--- src/rtl/if_prefetch_stage_if.sv ---
// -----------------------------------------------------------------------------
// if_prefetch_stage_if
// Bundles the two handshakes of the instruction-fetch prefetch stage:
//   - instruction memory port : instr_req_o / instr_addr_o  (stage -> memory)
//                               instr_gnt_i / instr_rvalid_i / instr_rdata_i
//                               (memory -> stage)
//   - ID stage port           : instr_valid_o / instr_o / pc_o (stage -> ID)
//                               instr_ready_i (ID -> stage)
// Modports:
//   master : the fetch stage (drives req/addr and the ID-side outputs)
//   slave  : the environment (memory + ID) on the other side
// -----------------------------------------------------------------------------
interface if_prefetch_stage_if #(
    parameter int WORD_WIDTH = 32
);
    logic                  instr_req_o;
    logic [WORD_WIDTH-1:0] instr_addr_o;
    logic                  instr_gnt_i;
    logic                  instr_rvalid_i;
    logic [WORD_WIDTH-1:0] instr_rdata_i;
    logic                  instr_valid_o;
    logic                  instr_ready_i;
    logic [WORD_WIDTH-1:0] instr_o;
    logic [WORD_WIDTH-1:0] pc_o;

    modport master (
        output instr_req_o, instr_addr_o, instr_valid_o, instr_o, pc_o,
        input  instr_gnt_i, instr_rvalid_i, instr_rdata_i, instr_ready_i
    );

    modport slave (
        input  instr_req_o, instr_addr_o, instr_valid_o, instr_o, pc_o,
        output instr_gnt_i, instr_rvalid_i, instr_rdata_i, instr_ready_i
    );
endinterface

--- src/rtl/if_prefetch_stage.sv ---
// -----------------------------------------------------------------------------
// if_prefetch_stage
// Instruction-fetch stage with a prefetch buffer. Issues up to MAX_OUTSTANDING
// pipelined requests to instruction memory, buffers up to FIFO_DEPTH returned
// words together with their PCs and hands them to ID over valid/ready.
// A redirect flushes the buffer and drops every response still in flight.
//
// Ports:
//   clk, rst_n           clock, synchronous active-low reset
//   fetch_en_i           permits issuing new requests
//   pc_start_address_i   boot address, loaded while rst_n=0
//   redirect_i           branch/jump taken: flush and refetch
//   redirect_addr_i      new fetch address
//   busy_o               requests in flight or FSM in FETCH
//   bus (master)         memory req/gnt/rvalid port and ID valid/ready port
// -----------------------------------------------------------------------------
module if_prefetch_stage #(
    parameter int WORD_WIDTH      = 32,
    parameter int FIFO_DEPTH      = 4,
    parameter int MAX_OUTSTANDING = 2
) (
    input  logic                   clk,
    input  logic                   rst_n,
    input  logic                   fetch_en_i,
    input  logic [WORD_WIDTH-1:0]  pc_start_address_i,
    input  logic                   redirect_i,
    input  logic [WORD_WIDTH-1:0]  redirect_addr_i,
    output logic                   busy_o,
    if_prefetch_stage_if.master    bus
);
    localparam int PTR_W = $clog2(FIFO_DEPTH);
    localparam int CNT_W = $clog2(FIFO_DEPTH + 1);
    localparam int OUT_W = $clog2(MAX_OUTSTANDING + 1);
    localparam int TAG_W = (MAX_OUTSTANDING > 1) ? $clog2(MAX_OUTSTANDING) : 1;

    typedef enum logic {IDLE = 1'b0, FETCH = 1'b1} state_t;

    function automatic logic [WORD_WIDTH-1:0] word_align(input logic [WORD_WIDTH-1:0] a);
        return {a[WORD_WIDTH-1:2], 2'b00};
    endfunction

    // PC-tag FIFO depth need not be a power of two, so wrap explicitly.
    function automatic logic [TAG_W-1:0] tag_next(input logic [TAG_W-1:0] p);
        return (p == TAG_W'(MAX_OUTSTANDING - 1)) ? '0 : p + 1'b1;
    endfunction

    state_t                state_q, state_d;
    logic [WORD_WIDTH-1:0] fetch_addr_q;
    logic [WORD_WIDTH-1:0] held_addr_q;
    logic                  hold_q;      // last cycle's request was not granted
    logic                  stale_q;     // held request belongs to a flushed stream
    logic [OUT_W-1:0]      outstanding_q, outstanding_d;
    logic [OUT_W-1:0]      discard_q;
    logic [CNT_W-1:0]      count_q;
    logic [PTR_W-1:0]      wr_ptr_q, rd_ptr_q;
    logic [TAG_W-1:0]      tag_wr_q, tag_rd_q;

    logic [WORD_WIDTH-1:0] pc_mem    [FIFO_DEPTH];
    logic [WORD_WIDTH-1:0] instr_mem [FIFO_DEPTH];
    logic [WORD_WIDTH-1:0] tag_mem   [MAX_OUTSTANDING];

    logic credit, req, valid;
    logic gnt, rvalid, pending, push, pop;

    // State register
    always_ff @(posedge clk) begin
        if (!rst_n) state_q <= IDLE;
        else        state_q <= state_d;
    end

    // Next-state logic: leave FETCH only once no request is left hanging
    always_comb begin
        state_d = state_q;
        case (state_q)
            IDLE:    if (fetch_en_i) state_d = FETCH;
            FETCH:   if (!fetch_en_i && !pending) state_d = IDLE;
            default: state_d = IDLE;
        endcase
    end

    // Output logic
    always_comb begin
        // Credit counts both buffered and in-flight words so a response
        // always finds a free slot.
        credit = (32'(outstanding_q) < 32'(MAX_OUTSTANDING)) &&
                 ((32'(count_q) + 32'(outstanding_q)) < 32'(FIFO_DEPTH));
        req    = hold_q || ((state_q == FETCH) && credit);
        valid  = (count_q != '0);

        bus.instr_req_o   = req;
        bus.instr_addr_o  = stale_q ? held_addr_q : fetch_addr_q;
        bus.instr_valid_o = valid;
        bus.instr_o       = valid ? instr_mem[rd_ptr_q] : '0;
        bus.pc_o          = valid ? pc_mem[rd_ptr_q]    : '0;
        busy_o            = (outstanding_q != '0) || (state_q == FETCH);
    end

    // Per-cycle transaction accounting
    always_comb begin
        gnt     = bus.instr_gnt_i && req;
        rvalid  = bus.instr_rvalid_i;
        pending = req && !gnt;
        push    = rvalid && (discard_q == '0) && !redirect_i;
        pop     = valid && bus.instr_ready_i && !redirect_i;

        outstanding_d = outstanding_q;
        if (gnt && !rvalid)      outstanding_d = outstanding_q + 1'b1;
        else if (!gnt && rvalid) outstanding_d = outstanding_q - 1'b1;
    end

    // Control state
    always_ff @(posedge clk) begin
        if (!rst_n) begin
            fetch_addr_q  <= word_align(pc_start_address_i);
            hold_q        <= 1'b0;
            stale_q       <= 1'b0;
            outstanding_q <= '0;
            discard_q     <= '0;
            count_q       <= '0;
            wr_ptr_q      <= '0;
            rd_ptr_q      <= '0;
            tag_wr_q      <= '0;
            tag_rd_q      <= '0;
        end else begin
            hold_q        <= pending;
            outstanding_q <= outstanding_d;

            // A request caught by a redirect before its grant still goes out
            // at its old address; the new stream waits behind it.
            if (gnt)                    stale_q <= 1'b0;
            else if (redirect_i && req) stale_q <= 1'b1;

            if (redirect_i)             fetch_addr_q <= word_align(redirect_addr_i);
            else if (gnt && !stale_q)   fetch_addr_q <= fetch_addr_q + WORD_WIDTH'(4);

            // Everything in flight after this cycle, plus an ungranted
            // request, belongs to the flushed stream.
            if (redirect_i)                       discard_q <= outstanding_d + OUT_W'(pending);
            else if (rvalid && discard_q != '0)   discard_q <= discard_q - 1'b1;

            if (gnt)    tag_wr_q <= tag_next(tag_wr_q);
            if (rvalid) tag_rd_q <= tag_next(tag_rd_q);

            if (redirect_i) begin
                count_q  <= '0;
                rd_ptr_q <= wr_ptr_q;
            end else begin
                if (push) wr_ptr_q <= wr_ptr_q + 1'b1;
                if (pop)  rd_ptr_q <= rd_ptr_q + 1'b1;
                count_q <= count_q + CNT_W'(push) - CNT_W'(pop);
            end
        end
    end

    // Storage
    always_ff @(posedge clk) begin
        if (gnt) tag_mem[tag_wr_q] <= bus.instr_addr_o;
        if (push) begin
            pc_mem[wr_ptr_q]    <= tag_mem[tag_rd_q];
            instr_mem[wr_ptr_q] <= bus.instr_rdata_i;
        end
        if (redirect_i && pending) held_addr_q <= bus.instr_addr_o;
    end
endmodule
--- src/flat_wrapper.sv ---
// flat-port wrapper written by rule: the top's interface ports become plain ports
module if_prefetch_stage_flat 
#(
    parameter int WORD_WIDTH      = 32,
    parameter int FIFO_DEPTH      = 4,
    parameter int MAX_OUTSTANDING = 2
)
  (clk, rst_n, fetch_en_i, pc_start_address_i, redirect_i, redirect_addr_i, busy_o, bus_instr_req_o, bus_instr_addr_o, bus_instr_valid_o, bus_instr_o, bus_pc_o, bus_instr_gnt_i, bus_instr_rvalid_i, bus_instr_rdata_i, bus_instr_ready_i);
  if_prefetch_stage_if #(.WORD_WIDTH(WORD_WIDTH)) bus_i ();
  input  logic clk;
  input  logic rst_n;
  input  logic fetch_en_i;
  input  logic [WORD_WIDTH-1:0] pc_start_address_i;
  input  logic redirect_i;
  input  logic [WORD_WIDTH-1:0] redirect_addr_i;
  output logic busy_o;
  output wire logic [$bits(bus_i.instr_req_o)-1:0] bus_instr_req_o;
  output wire logic [$bits(bus_i.instr_addr_o)-1:0] bus_instr_addr_o;
  output wire logic [$bits(bus_i.instr_valid_o)-1:0] bus_instr_valid_o;
  output wire logic [$bits(bus_i.instr_o)-1:0] bus_instr_o;
  output wire logic [$bits(bus_i.pc_o)-1:0] bus_pc_o;
  input wire logic [$bits(bus_i.instr_gnt_i)-1:0] bus_instr_gnt_i;
  input wire logic [$bits(bus_i.instr_rvalid_i)-1:0] bus_instr_rvalid_i;
  input wire logic [$bits(bus_i.instr_rdata_i)-1:0] bus_instr_rdata_i;
  input wire logic [$bits(bus_i.instr_ready_i)-1:0] bus_instr_ready_i;
  assign bus_instr_req_o = bus_i.instr_req_o;
  assign bus_instr_addr_o = bus_i.instr_addr_o;
  assign bus_instr_valid_o = bus_i.instr_valid_o;
  assign bus_instr_o = bus_i.instr_o;
  assign bus_pc_o = bus_i.pc_o;
  assign bus_i.instr_gnt_i = bus_instr_gnt_i;
  assign bus_i.instr_rvalid_i = bus_instr_rvalid_i;
  assign bus_i.instr_rdata_i = bus_instr_rdata_i;
  assign bus_i.instr_ready_i = bus_instr_ready_i;
  if_prefetch_stage #(.WORD_WIDTH(WORD_WIDTH), .FIFO_DEPTH(FIFO_DEPTH), .MAX_OUTSTANDING(MAX_OUTSTANDING)) u_core (.clk(clk), .rst_n(rst_n), .fetch_en_i(fetch_en_i), .pc_start_address_i(pc_start_address_i), .redirect_i(redirect_i), .redirect_addr_i(redirect_addr_i), .busy_o(busy_o), .bus(bus_i));
endmodule
--- config.mk ---
export PLATFORM = sky130hd
export DESIGN_NAME = if_prefetch_stage_flat
export DESIGN_NICKNAME = d
export VERILOG_FILES = /design/src/rtl/if_prefetch_stage_if.sv /design/src/rtl/if_prefetch_stage.sv /design/src/flat_wrapper.sv
export SDC_FILE = /design/constraint.sdc
export NUM_CORES = 1
export LEC_CHECK = 0
export ABC_AREA = 1
export CORE_ASPECT_RATIO = 1.2
export CORE_MARGIN = 2
export CORE_UTILIZATION = 56
export CTS_CLUSTER_SIZE = 8
export DETAILED_ROUTE_END_ITERATION = 6
export PLACE_DENSITY_LB_ADDON = 0.12
export RECOVER_POWER = 25
export SYNTH_ARGS = -nofsm -noshare
export SYNTH_HDL_FRONTEND = slang
export SYNTH_SLANG_ARGS = --single-unit
--- constraint.sdc ---
create_clock -name clk -period 4.92 [get_ports clk]
set_input_delay 0.738 -clock clk [delete_from_list [all_inputs] [get_ports clk]]
set_output_delay 0.738 -clock clk [all_outputs]
set_load 0.03 [all_outputs]
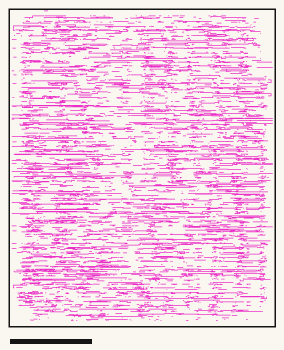
Fig. 1. Met1 routing.
Bar = 50 um.
share of all routed wire: 42%
wire length on this layer: 15500 um

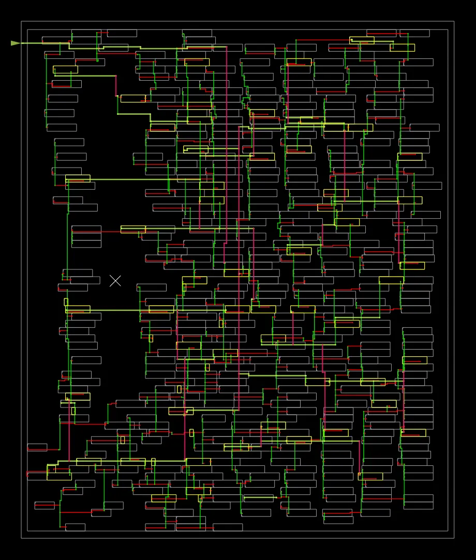
Fig. 2. Clock routing.
number of flip-flops and latches: 401
Num CTS Buffers: 56
clock tree buffer count of the final layout: 68
number of clock sinks seen by CTS: 401

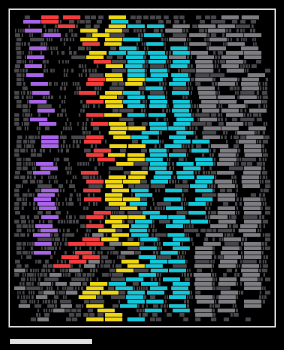
Fig. 3. Sequential cells colored by netlist name.
Bar = 50 um.
| color | name in the netlist | sequential cells |
|---|---|---|
| yellow | u_core.tag_mem | 64 |
| red | u_core.held_addr_q | 32 |
| purple | u_core.fetch_addr_q | 30 |
| cyan | u_core.pc_mem | 128 |
not colored: 147

[critical path, stage by stage (launching register included)]
cell	delay (ns)
dfxtp_4	0.54
inv_2	0.88
buf_4	0.43
o21ai_0	0.14
a21oi_1	0.19
clkdlybuf4s50_1	0.70
[area by class of cell]
type                    instances  area, um^2
clock inverters                 1        8.76
clock buffers                  68        1470
fillers                      2149        8850
multi-input cells             897        4390
diodes                          1        2.50
repair buffers                219        2200
inverters                      71         267
well taps                     390         488
flip-flops and latches        401       11900
[how the worst max path moves through the flow]
stage	to	slack [ns]	cells past startpoint
after floorplan	u_core.instr_mem[0][0]$_DFFE_PP_	0.61	4
after global placement	bus_pc_o[18]	1.30	6
after detailed placement	bus_pc_o[18]	1.26	6
after CTS	bus_pc_o[18]	0.67	6
after global routing	bus_instr_o[29]	0.45	5
final	bus_instr_o[6]	0.73	5
[logic make-up (layout without fill, tap and decap cells)]
| family | count (synthesis) | in the layout | synth area share, % |
|---|---|---|---|
| AOI/OAI and AO/OA | 300 | 300 | 9.05 |
| xor gates and xnor gates | 9 | 9 | 0.470 |
| adders and majority gates | 12 | 12 | 0.941 |
| buffers and inverters | 145 | 359 | 3.39 |
| DFF | 401 | 401 | 70.7 |
| muxes | 33 | 33 | 2.22 |
| other | 0 | 1 | 0 |
| and+or+nand+nor | 543 | 543 | 13.2 |
[through the flow]
stage | setup WS (ns) | std cells | total power, W | hold WS, ns
floorplan | 0.605 | 1443 | 0.00468 | 0.447
global route | 0.447 | 2048 | 0.00861 | 0.501
finish | 0.731 | 2048 | 0.00830 | 0.482
CTS | 0.671 | 2047 | 0.00839 | 0.479
detailed placement | 1.26 | 1978 | 0.00510 | 0.471
global placement | 1.30 | 1978 | 0.00508 | 0.464
[per-layer routing]
layer / vias up / global-route usage (%)
met1: 5177 / 31.3
met2: 358 / 39.2
li1: 5438 / -
met4: 0 / 8.23
met3: 72 / 3.84
met5: - / 0
[placed cells by master, fill, tap and decap left out, types with 2 or more instances in the layout]
cell | Yosys | layout
edfxtp_1 | 382 | 382
nor2_1 | 316 | 309
o21ai_0 | 184 | 183
clkdlybuf4s50_1 | 0 | 165
nand2_1 | 160 | 160
a21oi_1 | 99 | 99
inv_1 | 67 | 67
clkbuf_16 | 0 | 57
dlygate4sd3_1 | 0 | 32
nand3_1 | 30 | 30
mux2_1 | 0 | 24
dfxtp_1 | 19 | 16
buf_4 | 0 | 16
clkbuf_1 | 43 | 12
o21ai_1 | 11 | 11
ha_1 | 11 | 11
mux2_2 | 33 | 9
nand4_1 | 8 | 8
nor3_1 | 8 | 7
xor2_1 | 7 | 7
nor2_4 | 2 | 6
buf_12 | 0 | 5
nand2_2 | 4 | 4
or2_2 | 4 | 4
nor3_2 | 3 | 4
inv_2 | 4 | 4
o211ai_1 | 3 | 3
nor2_2 | 0 | 3
nor4_1 | 2 | 2
nor4_2 | 2 | 2
xnor2_1 | 2 | 2
dfxtp_2 | 0 | 2
==> impl_table.tex <==
% Implementation results table
\begin{tabular}{lr}
\hline
Metric & Value \\
\hline
\multicolumn{2}{l}{\textbf{Power and ir drop}} \\
Cell Pwr Density & 401 nW/um\^{}2 \\
Peak supply drop & 0.000275 V \\
Leak pwr & 7.19 nW \\
Relative contribution of the clock network to total power & 39.4\% \\
\multicolumn{2}{l}{\textbf{Synthesis}} \\
Synthesized cell area & 16800 um\^{}2 \\
Cell type with the largest total area after synthesis & edfxtp\_1 \\
Count of cell types in the netlist & 34 \\
Cell count listed in synth\_stat.txt & 1443 \\
\multicolumn{2}{l}{\textbf{STA}} \\
Final hold violations & 0 \\
Final setup violating endpoints & 0 \\
Highest attainable clock frequency & 239 MHz \\
Setup repair after global routing missed its margin & false \\
Max-slew violation count & 33 \\
\multicolumn{2}{l}{\textbf{Clock tree}} \\
TritonCTS clock tree & yes \\
Clock edge transition at the registers on the reported setup and hold paths & 0.05 ns \\
Insertion Delay late pin & 0.56 ns \\
\multicolumn{2}{l}{\textbf{Outcome}} \\
Outcome & finished with violations \\
Failing checks & design-rule violations, max-capacitance violations, max-slew violations \\
\multicolumn{2}{l}{\textbf{Hold path}} \\
Terminating pin of the worst hold path & u\_core.discard\_q[1]\$\_SDFFE\_PN0P\_ \\
Hold path depth & 2 \\
\multicolumn{2}{l}{\textbf{Critical path}} \\
Worst Reg2Reg Path Length in Cells & 13 \\
Startpoint types & flip-flop \\
Required @ worst endpoint & 4.18 ns \\
R2r endpoint & u\_core.count\_q[2]\$\_SDFF\_PP0\_ \\
Register-to-register path setup slack & 2.14 ns \\
Startpoint of the worst register-to-register path & u\_core.count\_q[1]\$\_SDFF\_PP0\_ \\
\multicolumn{2}{l}{\textbf{Die}} \\
Standard-cell row count & 69 \\
Core Density at Floorplan & 56.8\% \\
\multicolumn{2}{l}{\textbf{Placed design}} \\
Gp weighted congestion & 0.925 \\
\multicolumn{2}{l}{\textbf{Global route}} \\
Global-route congestion overflow total & 0 \\
First-pass GRT wire length & 57100 um \\
Pin count of the biggest net entering global routing & 72 \\
Number of global-route vias before repair & 10.7k \\
\multicolumn{2}{l}{\textbf{Routing}} \\
Total DRC errors in the routed layout & 2 \\
Routed length per placed instance & 17.8 um \\
Number of vias in the routed layout & 11.0k \\
Routed wire length on met2 & 17800 um \\
Wirelength, routed & 36500 um \\
\multicolumn{2}{l}{\textbf{Layout}} \\
Final layout net count & 1761 \\
\multicolumn{2}{l}{\textbf{Job}} \\
Max-capacitance violation count & 1 \\
\hline
\end{tabular}
Power is estimated from default activity; no workload was simulated.
